run_1/io_placement.png
Pins as bars across the die edge, other pins in grey.
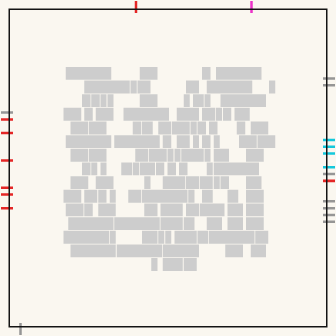
run_1/flops_by_reg.png
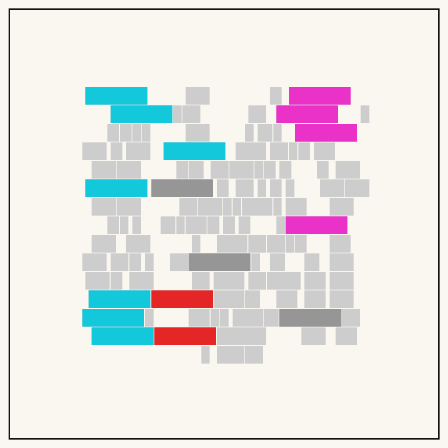
run_1/clocks.png
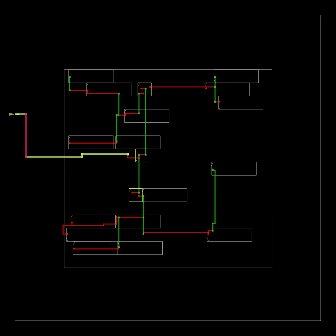
$ cat src/rtl/ps2_host_tx_if.sv
// ps2_host_tx_if: request/completion handshake and open-drain line controls of the PS/2 host transmitter.
interface ps2_host_tx_if;
  logic       tx_req_tgl;
  logic [7:0] tx_byte;
  logic       inhibit;
  logic       ps2_data_in;
  logic       ps2_clk_low;
  logic       ps2_data_low;
  logic       tx_done_tgl;
  logic       ack_err;
  logic       busy;
  logic [3:0] bit_cnt;
  modport master (
    output tx_req_tgl, tx_byte, inhibit, ps2_data_in,
    input  ps2_clk_low, ps2_data_low, tx_done_tgl, ack_err, busy, bit_cnt
  );
  modport slave (
    input  tx_req_tgl, tx_byte, inhibit, ps2_data_in,
    output ps2_clk_low, ps2_data_low, tx_done_tgl, ack_err, busy, bit_cnt
  );
endinterface

$ cat src/rtl/ps2_host_tx.sv
// ps2_host_tx: host-to-device PS/2 frame transmitter clocked by the device's falling clock edges.
// Define PS2_TX_ACK_CHECK_EN to sample the device ACK on edge 11; otherwise the frame ends on edge 10.
module ps2_host_tx (
  input logic          ps2_nclk,
  input logic          nReset,
  ps2_host_tx_if.slave b
);
  typedef enum logic [2:0] {IDLE, SHIFT, PARITY, STOP, ACK} state_t;
  state_t     r_state;
  logic [7:0] r_sr;
  logic       r_par;
  logic       r_drv_low;
  logic       r_done;
  logic [3:0] r_cnt;
  logic       w_pending;
  logic [3:0] w_cnt_nxt;
  logic       w_unused;
`ifdef PS2_TX_ACK_CHECK_EN
  logic       r_ack_err;
  assign b.ack_err = r_ack_err;
  assign w_unused  = r_sr[0];
`else
  assign b.ack_err = 1'b0;
  assign w_unused  = ^{r_sr[0], b.ps2_data_in};
`endif
  assign w_pending = b.tx_req_tgl ^ r_done;
  assign w_cnt_nxt = (r_cnt == 4'd11) ? 4'd11 : r_cnt + 4'd1;
  // Start bit is asserted while still in IDLE; reset releases the line at once.
  assign b.ps2_data_low = nReset & (((r_state == IDLE) & w_pending) | r_drv_low);
  assign b.ps2_clk_low  = b.inhibit;
  assign b.busy         = w_pending | (r_state != IDLE);
  assign b.tx_done_tgl  = r_done;
  assign b.bit_cnt      = r_cnt;
  always_ff @(negedge ps2_nclk or negedge nReset)
    if (!nReset) begin
      r_state   <= IDLE;
      r_sr      <= 8'd0;
      r_par     <= 1'b0;
      r_drv_low <= 1'b0;
      r_done    <= 1'b0;
      r_cnt     <= 4'd0;
`ifdef PS2_TX_ACK_CHECK_EN
      r_ack_err <= 1'b0;
`endif
    end else begin
      case (r_state)
        IDLE:
          if (w_pending) begin
            r_sr      <= b.tx_byte;
            r_drv_low <= ~b.tx_byte[0];
            r_par     <= ~b.tx_byte[0];
            r_cnt     <= 4'd1;
            r_state   <= SHIFT;
          end
        SHIFT: begin
          r_cnt <= w_cnt_nxt;
          if (r_cnt == 4'd8) begin
            r_drv_low <= ~r_par;
            r_state   <= PARITY;
          end else begin
            r_sr      <= r_sr >> 1;
            r_drv_low <= ~r_sr[1];
            r_par     <= r_par ^ r_sr[1];
          end
        end
        PARITY: begin
          r_drv_low <= 1'b0;
`ifdef PS2_TX_ACK_CHECK_EN
          r_cnt   <= w_cnt_nxt;
          r_state <= STOP;
`else
          r_cnt   <= 4'd0;
          r_done  <= ~r_done;
          r_state <= IDLE;
`endif
        end
`ifdef PS2_TX_ACK_CHECK_EN
        STOP: begin
          r_ack_err <= b.ps2_data_in;
          r_done    <= ~r_done;
          r_cnt     <= 4'd0;
          r_state   <= IDLE;
        end
`endif
        default: r_state <= IDLE;
      endcase
    end
endmodule
$ cat src/flat_wrapper.sv
// flat-port wrapper written by rule: the top's interface ports become plain ports
module ps2_host_tx_flat 
  (ps2_nclk, nReset, b_tx_req_tgl, b_tx_byte, b_inhibit, b_ps2_data_in, b_ps2_clk_low, b_ps2_data_low, b_tx_done_tgl, b_ack_err, b_busy, b_bit_cnt);
  ps2_host_tx_if b_i ();
  input logic ps2_nclk;
  input logic nReset;
  input wire logic [$bits(b_i.tx_req_tgl)-1:0] b_tx_req_tgl;
  input wire logic [$bits(b_i.tx_byte)-1:0] b_tx_byte;
  input wire logic [$bits(b_i.inhibit)-1:0] b_inhibit;
  input wire logic [$bits(b_i.ps2_data_in)-1:0] b_ps2_data_in;
  output wire logic [$bits(b_i.ps2_clk_low)-1:0] b_ps2_clk_low;
  output wire logic [$bits(b_i.ps2_data_low)-1:0] b_ps2_data_low;
  output wire logic [$bits(b_i.tx_done_tgl)-1:0] b_tx_done_tgl;
  output wire logic [$bits(b_i.ack_err)-1:0] b_ack_err;
  output wire logic [$bits(b_i.busy)-1:0] b_busy;
  output wire logic [$bits(b_i.bit_cnt)-1:0] b_bit_cnt;
  assign b_i.tx_req_tgl = b_tx_req_tgl;
  assign b_i.tx_byte = b_tx_byte;
  assign b_i.inhibit = b_inhibit;
  assign b_i.ps2_data_in = b_ps2_data_in;
  assign b_ps2_clk_low = b_i.ps2_clk_low;
  assign b_ps2_data_low = b_i.ps2_data_low;
  assign b_tx_done_tgl = b_i.tx_done_tgl;
  assign b_ack_err = b_i.ack_err;
  assign b_busy = b_i.busy;
  assign b_bit_cnt = b_i.bit_cnt;
  ps2_host_tx u_core (.ps2_nclk(ps2_nclk), .nReset(nReset), .b(b_i));
endmodule
$ cat config.mk
export PLATFORM = sky130hd
export DESIGN_NAME = ps2_host_tx_flat
export DESIGN_NICKNAME = d
export VERILOG_FILES = /design/src/rtl/ps2_host_tx_if.sv /design/src/rtl/ps2_host_tx.sv /design/src/flat_wrapper.sv
export SDC_FILE = /design/constraint.sdc
export NUM_CORES = 1
export LEC_CHECK = 0
export CORE_MARGIN = 10
export CORE_UTILIZATION = 52
export DETAILED_ROUTE_END_ITERATION = 7
export PLACE_DENSITY = 0.88
export SLEW_MARGIN = 20
export SYNTH_ARGS = -nofsm -noshare
export SYNTH_HDL_FRONTEND = slang
export SYNTH_SLANG_ARGS = --single-unit
export TNS_END_PERCENT = 5
$ cat constraint.sdc
create_clock -name ps2_nclk -period 5.1 [get_ports ps2_nclk]
set_clock_uncertainty 0.1 [all_clocks]
set_input_delay 0.765 -clock ps2_nclk [delete_from_list [all_inputs] [get_ports ps2_nclk]]
set_output_delay 0.765 -clock ps2_nclk [all_outputs]
set_load 0.01 [all_outputs]
==> run notes, run 1 <==
The run has ended; figures from its reports follow.

Per the GRT congestion report, total overflow comes to 0. The run reported a max-capacitance violation count of 0. In the Yosys stats the netlist draws on 29 distinct library cells. The first routing iteration left 16 violations. By count the netlist is led by sky130_fd_sc_hd__dfrtn_1 (16), sky130_fd_sc_hd__a21oi_1 (12), sky130_fd_sc_hd__nor2_1 (11). Of all cell types, the one taking the most synthesized area is sky130_fd_sc_hd__dfrtn_1. The number of design rule violations left after detail routing came out at 0. The length of routed met2 wiring came out at approximately 990 um. The row count is 15. The flow ran to the end, and the final reports show no timing, DRC or antenna violations. The final cell area excluding filler cells came out at ~1200 um2.

RePlAce ended its routability-driven mode at a weighted congestion of between 0.8 and 0.9. The detailed placer's ending HPWL is 1570 um. Summed over all nets, wire length on met3 after detailed routing comes to about 150 um. For this run, the total global-route usage over all layers was measured as 0.102.

The worst-case max-slew headroom was logged as 0.479. The number of global-route vias before repair is 793. The routed via count divided by cell count is ~5.3.

The sequential standard cell area came out at between 400 and 500 um2. The overall die area is 3960 um2. The fill cell instance count of the final layout is ~160.
Back to the opening pictures, io_placement.png:
b_inhibit -> magenta  # pins 1, direction input, edge top
b_bit_cnt -> cyan  # pins 4, direction output, edge right
b_tx_byte -> red  # pins 8, direction input, edge 6 left, 1 right, 1 top
count of port buffers added during placement: 17
floorplan die height: 62.9 um
die width: 62.9 um

Back to the opening pictures, flops_by_reg.png:
u_core.b.bit_cnt -> magenta  # placed flops 4, where top right
u_core.r_state -> red  # placed flops 2
u_core.r_sr -> cyan  # placed flops 7
not coloured = 3

Back to the opening pictures, clocks.png:
worst-skew pair later-pin latency: 280 ps
count of sequential standard cells: 16
Clk power: 64.0 uW
Inserted Clock Buffers: 3
number of clock sinks seen by CTS: 16

-- run 1: cells by family after synthesis --
| logic type | after synthesis | share of synthesized area |
|---|---|---|
| AOI/OAI and AO/OA | 20 | 0.129 |
| xor gates and xnor gates | 4 | 0.0366 |
| adders and majority gates | 6 | 0.0783 |
| buffers and inverters | 12 | 0.0639 |
| DFF | 16 | 0.418 |
| muxes | 9 | 0.0992 |
| other | 1 | 0.00391 |
| and+or+nand+nor | 32 | 0.171 |
-- run 1: power breakdown --
group          total (uW)  internal [uW]  switching [uW]
Sequential            231            186            44.9
Clock                64.0           27.3            36.7
Combinational         373            174             199
Total                 668            388             280
-- run 1: layout make-up --
cell class / count / share of cell area
tap: 25 / 0.0262
sequential: 16 / 0.335
timing repair buffer: 23 / 0.178
inverter: 7 / 0.0220
clock buffer: 3 / 0.0189
multi-input combinational: 72 / 0.419
-- run 1: final timing paths --
check                           slack, ps  cells after the start                             start                          endpoint
worst max-delay path                   50                      6     u_core.r_state[1]$_DFFE_NN0P_                    b_ps2_data_low
worst min-delay path                  360                      1  u_core.b.tx_done_tgl$_DFFE_NN0N_  u_core.b.tx_done_tgl$_DFFE_NN0N_
worst max register to register       2860                      7     u_core.r_state[0]$_DFFE_NN0P_        u_core.r_sr[4]$_DFFE_NN0P_
worst min register to register        360                      1  u_core.b.tx_done_tgl$_DFFE_NN0N_  u_core.b.tx_done_tgl$_DFFE_NN0N_
max in group asynchronous            1550                      2                            nReset        u_core.r_sr[2]$_DFFE_NN0P_
min in group asynchronous            3130                      2                            nReset  u_core.b.tx_done_tgl$_DFFE_NN0N_
-- run 1: sequential cells by signal (all words and copies together), names as in the netlist --
register / cells
u_core.b.bit_cnt: 4
u_core.b.tx_done_tgl: 1
u_core.r_drv_low: 1
u_core.r_par: 1
u_core.r_sr: 7
u_core.r_state: 2
==> run 2: changes to the inputs <==
--- a/config.mk
+++ b/config.mk
@@ -5,10 +5,11 @@
 export SDC_FILE = /design/constraint.sdc
 export NUM_CORES = 1
 export LEC_CHECK = 0
+export ABC_AREA = 1
 export CORE_MARGIN = 10
-export CORE_UTILIZATION = 52
+export CORE_UTILIZATION = 53
 export DETAILED_ROUTE_END_ITERATION = 7
-export PLACE_DENSITY = 0.88
+export PLACE_DENSITY = 0.89
 export SLEW_MARGIN = 20
 export SYNTH_ARGS = -nofsm -noshare
 export SYNTH_HDL_FRONTEND = slang
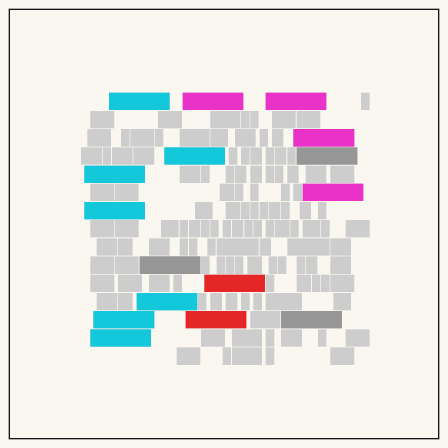
run_2/flops_by_reg.png
u_core.r_sr -> cyan  # placed flops 7
u_core.r_state -> red  # placed flops 2
u_core.b.bit_cnt -> magenta  # placed flops 4
not coloured = 3

==> run notes, run 2 <==
The run has ended; figures from its reports follow.

The run finished with clean final reports. The total number of tap cells was 25 (unchanged). The clock tree buffer count of the final layout is 3 (unchanged). The row count came out at 15 (unchanged). The clock insertion delay at the later pin of the skew report came out at 280 ps (about the same). The relative slew slack came out at 0.600 (+0.122). The flip-flop count of the largest register, all copies and words added is 7 (unchanged). In the synthesized netlist, the cells that appear most often are sky130_fd_sc_hd__nand2_1 (29), sky130_fd_sc_hd__dfrtn_1 (16), sky130_fd_sc_hd__inv_1 (16). The count of unique library cells instantiated by Yosys is 22 (-24%).

The fill cell instance count of the final layout is 150 (-4.5%). The TritonCTS buffer count came out at 3 (unchanged). Looking at the reg2reg group, the worst path starts from u_core.r_state[1]$_DFFE_NN0P_. The width of the die is 64.0 um (+1.7%).

The worst-case hold path end point is u_core.r_sr[3]$_DFFE_NN0P_. The sequential standard cell area was 400 um2 (unchanged). The tally of buffers added on design ports came to 17 (unchanged). The number of design rule violations left after detail routing came out at 0 (unchanged). The TritonCTS sink count came to 16 (unchanged). The flop count came out at 16 (unchanged). The overall die area came to 4100 um2 (+3.4%). The number of cells traversed by the worst hold path came to 2 (+1). The non-clock inverter count in the final layout came to 17 (+10). The DRC violation total after the first TritonRoute iteration is 16 (unchanged). The residual overflow from global routing was 0 (unchanged).

The depth of the worst register-to-register path is 7 (unchanged). The clock-cell share of area came out at 0.0184 (-0.000444). The reg-to-reg critical path endpoint is u_core.r_sr[2]$_DFFE_NN0P_. The logic share of the area is 0.433 (+0.0137). Counting flops per register, the top entry is u_core.r_sr. The placer's final routability congestion estimate is 0.894 (+5.3%). The die height came out at 64.0 um (+1.7%).
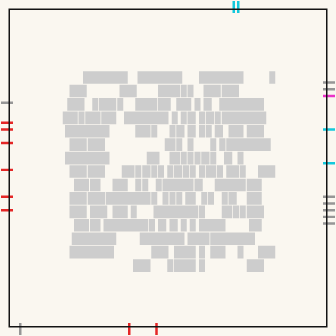
run_2/io_placement.png
Pins as bars across the die edge, other pins in grey.
b_bit_cnt -> cyan  # pins 4, direction output, edge 2 right, 2 top
b_inhibit -> magenta  # pins 1, direction input, edge right
b_tx_byte -> red  # pins 8, direction input, edge 6 left, 2 bottom
all pins by edge = 10 right, 7 left, 3 bottom, 2 top

-- run 2: layer usage --
metal,track usage,vias up,share of wire
li1,-,414,-
met1,0.114,358,0.45
met2,0.178,21,0.48
met3,0.0383,2,0.063
met4,0.0328,0,0.0050
met5,0,-,0
-- run 2: cells by family after synthesis --
kind of cell / count (synthesis) / synth area share
adders and majority gates: 6 / 0.0732
other: 1 / 0.00366
xor gates and xnor gates: 3 / 0.0256
buffers and inverters: 21 / 0.0963
DFF: 16 / 0.390
and+or+nand+nor: 53 / 0.248
AOI/OAI and AO/OA: 15 / 0.105
muxes: 6 / 0.0585
-- run 2: power breakdown --
group	leakage (uW)	total (uW)	internal, uW	switching (uW)
sequential	0.000199	240	192	48.5
clock	0.0000138	66.5	27.4	39.1
combinational	0.000396	455	188	267
-- run 2: worst max path at each step --
stage / slack, ps / cells after the start / startpoint / to
6_report: 160 / 5 / u_core.r_state[1]$_DFFE_NN0P_ / b_ps2_data_low
5_1_grt: 70 / 5 / u_core.r_state[0]$_DFFE_NN0P_ / b_ps2_data_low
4_1_cts: 150 / 5 / u_core.r_state[0]$_DFFE_NN0P_ / b_ps2_data_low
3_5_place_dp: 150 / 5 / u_core.r_state[0]$_DFFE_NN0P_ / b_ps2_data_low
3_3_place_gp: 210 / 5 / u_core.r_state[0]$_DFFE_NN0P_ / b_ps2_data_low
2_1_floorplan: 650 / 4 / u_core.r_state[0]$_DFFE_NN0P_ / b_ps2_data_low
-- run 2: stage by stage --
stage / std cells / worst slack [ps] / instance area (um2)
floorplan: 121 / 646 / 1030
global placement: 160 / 205 / 1200
detailed placement: 160 / 146 / 1200
CTS: 163 / 149 / 1220
global route: 163 / 73.8 / 1220
finish: 163 / 163 / 1220
==> run 3: changes to the inputs <==
--- a/config.mk
+++ b/config.mk
@@ -8,8 +8,10 @@
 export ABC_AREA = 1
 export CORE_MARGIN = 10
 export CORE_UTILIZATION = 53
+export CTS_CLUSTER_SIZE = 12
 export DETAILED_ROUTE_END_ITERATION = 7
 export PLACE_DENSITY = 0.89
+export SKIP_LAST_GASP = 1
 export SLEW_MARGIN = 20
 export SYNTH_ARGS = -nofsm -noshare
 export SYNTH_HDL_FRONTEND = slang
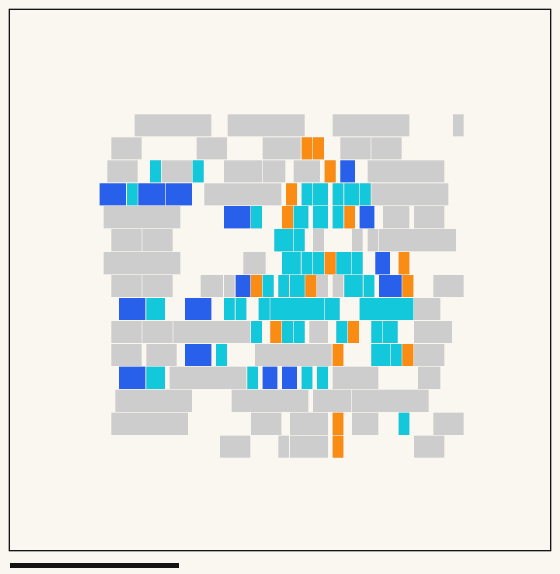
run_3/logic_types.png
The bar under the picture is 20 um long.
NAND gates -> cyan  # cells 45, most used nand2_1, where middle
inverting AOI/OAI gates -> blue  # cells 15, most used o21ai_2
inverters -> orange  # cells 17, most used inv_1, where middle

==> run notes, run 3 <==
The run has ended; figures from its reports follow.

u_core.r_sr holds more flip-flops than any other register. The number of flops mapped to enable cells by yosys came out at 0. In the post-synthesis netlist, the cell with the most instances is sky130_fd_sc_hd__nand2_1.

The portion of total power attributed to sequential cells came out at 0.315 (about the same). The number of design rule violations left after detail routing came out at 0 (unchanged). The number of cells traversed by the worst hold path is 2 (unchanged). The internal power contribution came out at 409 uW (+0.40%). The proportion of power drawn by the clock network came out at 0.087 (about the same). For the worst reg-to-reg path, the startpoint reported by OpenROAD is u_core.r_state[1]$_DFFE_NN0P_. The post-route non-filler standard cell count was 163 (unchanged).

The placer's final routability congestion estimate came out at 0.894 (unchanged). The buffer-and-inverter tally for the worst setup path is 2. The DRC violation total after the first TritonRoute iteration is 16 (unchanged).

The relative slew slack came out at 0.600 (unchanged). According to the timing report, the critical path is launched from u_core.r_state[1]$_DFFE_NN0P_. The power dissipated in sequential cells came to 240 uW (about the same).

The synthesis run shows the most used standard cells to be sky130_fd_sc_hd__nand2_1 (29), sky130_fd_sc_hd__dfrtn_1 (16), sky130_fd_sc_hd__inv_1 (16). The flow ran to the end, and the final reports show no timing, DRC or antenna violations. The combinational share of power came out at 0.598 (about the same). The flip-flop count of the largest register, all copies and words added is 7 (unchanged). The residual overflow from global routing was 0 (unchanged). The TritonCTS sink count came out at 16 (unchanged).

The number of antenna violations at the first check in global routing came out at 0. Hold analysis lists the worst path endpoint as u_core.r_sr[3]$_DFFE_NN0P_. The final cell area excluding filler cells came to 1230 um2 (+0.31%). The tally of buffers added on design ports is 17 (unchanged). The power of the combinational group is 457 uW (about the same). The TritonCTS buffer count was 3 (unchanged). The repair_antennas step left the layout with diodes totalling 0. The clock insertion delay at the later pin of the skew report came out at 280 ps (about the same). The switching share of total power is 0.464 (-0.000935). The depth of the worst register-to-register path came out at 7 (unchanged). The via count is slightly below 800. The count of unique library cells instantiated by Yosys came out at 22 (unchanged). The biggest slice of the total power is consumed by combinational cells.

The instance count on the critical path is 5 (unchanged). The total cell area at the placement stage is 1200 um2 (unchanged). The clock network power is 66.5 uW (about the same).

The power spent charging and discharging nets came out at 355 uW (about the same). The number of placed instances with taps included is 160 (unchanged). The overall die area came out at 4100 um2 (unchanged).
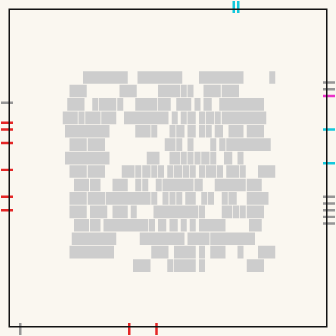
run_3/io_placement.png
Pins as bars across the die edge, other pins in grey.
b_bit_cnt -> cyan  # pins 4, direction output, edge 2 right, 2 top
b_inhibit -> magenta  # pins 1, direction input, edge right
b_tx_byte -> red  # pins 8, direction input, edge 6 left, 2 bottom
all pins by edge = 10 right, 7 left, 3 bottom, 2 top
die width: 64.0 um
floorplan die height: 64.0 um

## run 3: cell count changes in the layout (fill, tap and decap cells not counted), sizes merged
cell	delta
dlymetal6s2s	+1
dlygate4sd2	-1
## run 3: metrics by stage
step	setup TNS [ps]	util	total power, uW	hold slack (ps)	worst slack, ps
6_report	0	0.688	764	333	163
5_1_grt	0	0.688	845	355	73.8
4_1_cts	-47.6	0.686	771	338	-47.6
3_5_place_dp	0	0.673	704	337	146
3_3_place_gp	0	0.673	682	327	205
2_1_floorplan	0	-	607	315	646
## run 3: cell type report
type                            instances  area [um2]
Clock buffer                            3        22.5
Fill cell                             150         557
Inverter                               17        63.8
Multi-Input combinational cell         84         529
Sequential cell                        16         400
Tap cell                               25        31.3
Timing Repair Buffer                   18         179
## run 3: routing by layer
metal  global-route usage  up-vias  share of wire
li1                     -      414              -
met1                0.114      358           0.45
met2                0.178       21           0.48
met3               0.0383        2          0.064
met4               0.0328        0         0.0050
met5                    0        -              0
## run 3: worst max path at each step
| stage | endpoint |
|---|---|
| final | b_ps2_data_low |
| after global routing | b_ps2_data_low |
| after CTS | b_busy |
| after detailed placement | b_ps2_data_low |
| after global placement | b_ps2_data_low |
| after floorplan | b_ps2_data_low |
## run 3: cells by family after synthesis
family	share of synthesized area
simple gates	0.248
buf+inv	0.0963
flops	0.390
compound gates	0.105
fa+ha+maj	0.0732
mux	0.0585
xor+xnor	0.0256
other cells	0.00366
## run 3: tightest hold or removal path: cells and delay by family (launching register included)
family	cells	cell delay, ps
and+or+nand+nor	1	60
AOI/OAI and AO/OA	1	50
DFF	1	410
## run 3: repair_timing
action	CTS	global route
buffers inserted	0	0
gates cloned	0	0
setup endpoints to repair	2	1
resized	2	1

==> notes/layouts.md <==
Pictures saved along the way, in no particular order.

Metal layers overlaid.
panel A
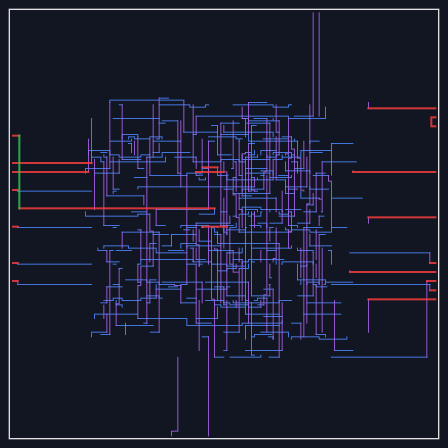
panel B
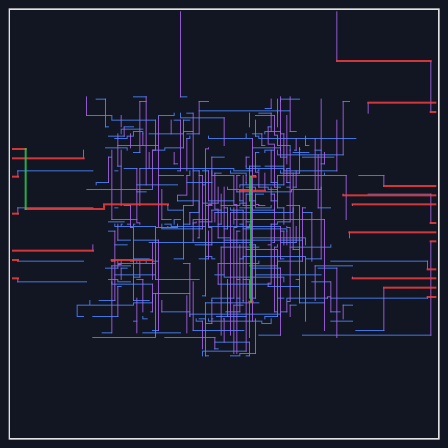
- run 1 = panel B
- run 2 = panel A

Power and IR drop assume default switching activity.
